Fig. 1: PDN straps and rails
Pins as bars on the die edge. Tap cells in gray.
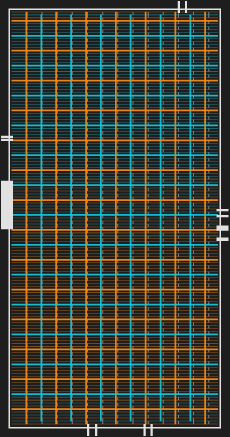
Fig. 2: placement by cell class
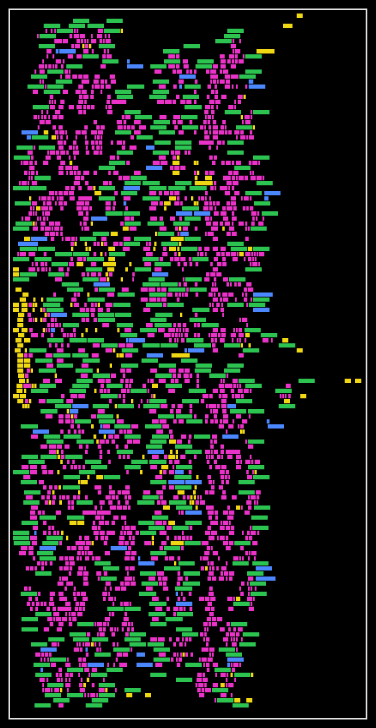
Fig. 3: clock wires, drivers and flops
The bar under the picture is 50 um long.
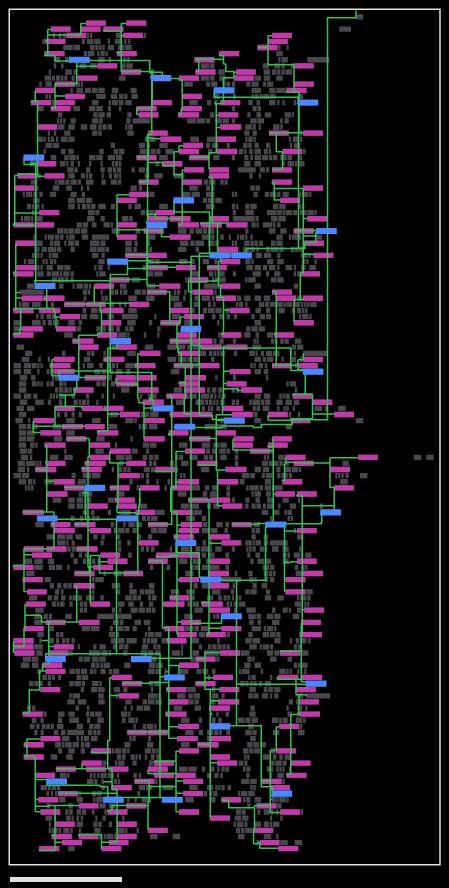
Fig. 4: wiring by layer
The bar under the picture is 50 um long.
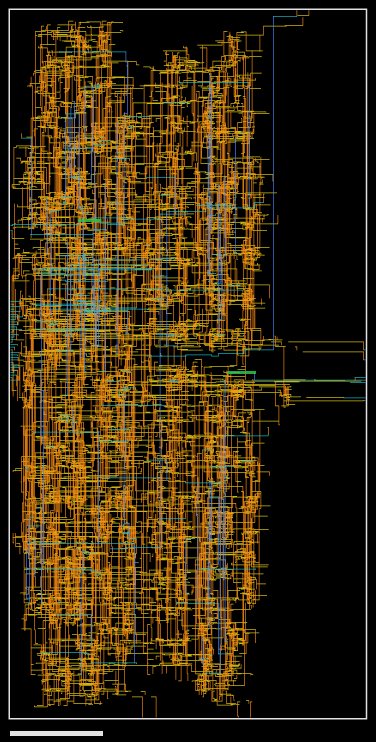
Design freq_gen_ctrl, sky130hd; sources not shown.
==> qor.csv <==
stage,metric,value,unit
status,status,finished clean,
placement,port_buffers,46,
synth,avgSynthCellArea,9.803,um2
sta,finalCritPeriodShare,96.44,%
power_and_ir_drop,combPwrFrac,16.6,%
worst_setup_path,critical-path-slowest-cell,or4b_2,
route,post_drt_via_cell_ratio,5.366,
final_layout,n_fill_cell,7128,
cts,clkSinkCount,371,
cts,h-tree-depth,2,
worst_setup_path,cpPeakStageDelay,0.79,ns
power_and_ir_drop,netSwitchingFraction,29.71,%
synth,mux_area_share,6.545,%
synth,synth_cell_types,83,
synth,flop_cell,dfrtp_1,
cts,cts-root-buf,clkbuf_16,
synth,top_logic_kind,simple AND/OR/NAND/NOR gates,
route,route.vias.total,17220,
floorplanning,core_util_floorplan,30.32,%
synth,area_leaders,"dfrtp_1, dfstp_2, mux2_2, xor2_1, xnor2_1",
worst_setup_path,critPathArrivalTime,4.12,ns
worst_setup_path,crit_fanout,10,
final_layout,area_growth_syn_to_layout,13.69,%
synth,ys_ff,371,
floorplanning,die_area,72500,um2
synth,simple_gate_area_share,19.62,%
placement,hpwl,49410,um
floorplanning,ios,47,
cts,clock_path_buffers,3,
worst_setup_path,cp-end-kind,register,
final_layout,drive_gt1_share,16.01,%
synth,synth.top_cells.by_count,"dfrtp_1, nor2_1, xor2_1",
route,first_iter_violations,847,
synth,ys_cells,2184,
worst_setup_path,crit_required,4.25,ns
placement,place_inst,3144,
power_and_ir_drop,p_seq_share,48.5,%
global_route,antenna_found_initial,2,
synth,synth_nets,2229,
power_and_ir_drop,pwr_density_cell,426.6,nW/um2
route,firstDrtPassIters,5,
global_route,grt_pass1_wl,102800,um
synth,netlist_instances,2184,
About Fig. 1:
Cyan stands for VDD. Orange stands for VSS.
910 tap cells. 139 met1 rails follow the rows. The core has 138 rows.
peak supply drop: 0.0005035 V
Placeable Area: 70620 um2

About Fig. 2:
Green stands for registers, cells 371, share of their area 40%. Magenta stands for remaining logic cells, cells 1650, share of their area 48%. Blue stands for clock drivers and dummy loads, cells 64, share of their area 5.1%. Yellow stands for remaining buffers and delay cells, cells 214, share of their area 6.3%.
sequential share of cell area: 38.55%
row cnt: 138
fin area: 24340 um2
post-layout util: 34.47%

About Fig. 3:
Green stands for clock wires, length 5620 um. Magenta stands for flip-flops, count 371. Blue stands for clock-net drivers, count 36.
There are 37 routed clock nets.
clock group share of total power: 34.9%
Insertion Delay late pin: 0.56 ns
P_clk: 0.00362 W

About Fig. 4:
Green stands for M5, wire length 24.8 um. Orange stands for M2, wire length 36.0 mm. Cyan stands for M3, wire length 2190 um. Yellow stands for M1, wire length 23.9 mm. Blue stands for M4, wire length 3420 um.
average wire per standard cell: 20.40 um
GRT Total Usage: 18.18%
wirelength, routed: 65460 um

-- power groups by stage --
| stage | Sequential, W | Clock (W) | Combinational, W |
|---|---|---|---|
| 2_1_floorplan | 0.00485 | 0 | 0.00125 |
| 3_3_place_gp | 0.00509 | 0 | 0.00166 |
| 3_5_place_dp | 0.00509 | 0 | 0.00172 |
| 4_1_cts | 0.00503 | 0.00376 | 0.00173 |
| 5_1_grt | 0.00511 | 0.00389 | 0.00190 |
| 6_report | 0.00504 | 0.00362 | 0.00172 |
-- layout by cell type, fill, tap and decap left out, types with 16 or more instances in the layout --
| master | instances |
|---|---|
| dfrtp_1 | 291 |
| nor2_1 | 219 |
| xor2_1 | 130 |
| mux2_2 | 120 |
| xnor2_1 | 111 |
| clkbuf_1 | 110 |
| o21ai_0 | 98 |
| a31oi_1 | 94 |
| nand2_1 | 89 |
| nand3_1 | 88 |
| dfstp_2 | 80 |
| a2bb2oi_1 | 67 |
| nand4_1 | 54 |
| nor2b_1 | 49 |
| nor3_1 | 48 |
| a21oi_1 | 46 |
| clkdlybuf4s50_1 | 45 |
| o21ai_1 | 42 |
| clkbuf_16 | 37 |
| inv_1 | 33 |
| and3_1 | 33 |
| a41oi_1 | 30 |
| nor4_1 | 27 |
| buf_6 | 22 |
| nand2b_1 | 21 |
| or3_1 | 21 |
| or4_1 | 21 |
| and4_1 | 18 |
| buf_2 | 16 |
-- worst max-delay path: cells and delay by family, from the launching register on --
| family | cells | cell delay (ns) |
|---|---|---|
| flip-flops | 1 | 0.42 |
| AND/OR/NAND/NOR | 5 | 2.02 |
| AND-OR/OR-AND | 3 | 0.84 |
| buffers and inverters | 1 | 0.28 |
-- layout make-up --
| cell class | instances | area [um2] | share of cell area, % |
|---|---|---|---|
| inverters | 33 | 123.9 | 0.5089 |
| repair buffers | 51 | 565.5 | 2.323 |
| plain buffers | 163 | 889.6 | 3.655 |
| clock inverters | 15 | 160.2 | 0.6580 |
| well taps | 910 | 1139 | 4.678 |
| multi-input cells | 1617 | 11050 | 45.39 |
| clock buffers | 49 | 1031 | 4.236 |
| flip-flops and latches | 371 | 9384 | 38.55 |
-- timing repair --
item	CTS	global route
hold buffers	1	0
hold endpoints to repair	63	0
resized	3	6
setup endpoints to repair	116	45
-- metrics by stage --
step,total power (W),setup WS (ns),area (um2),TNS (ns),utilization [%]
finish,0.01038,0.1398,24340,0,34.47
global route,0.01089,0.01084,24340,0,34.47
CTS,0.01052,0.1463,24320,0,34.44
detailed placement,0.006810,-0.1174,23100,-4.503,32.72
global placement,0.006745,-14.30,23010,-4868.38,32.58
floorplan,0.006106,0.7487,21410,0,-
-- logic make-up (layout without fill, tap and decap cells) --
family	after synthesis	count (layout)
DFF	371	371
AOI/OAI and AO/OA	465	465
buffers and inverters	196	311
adders and majority gates	8	8
muxes	125	125
xor gates and xnor gates	244	244
and+or+nand+nor	775	775
-- routing by layer --
layer	track usage [%]	wire length (um)	up-vias
met5	0	24	-
met4	9.407	3423	4
met3	2.078	2188	167
met2	34.78	35980	406
met1	18.91	23850	8519
li1	-	-	8125
No activity file was given, so power comes from the tool's default toggle rates.
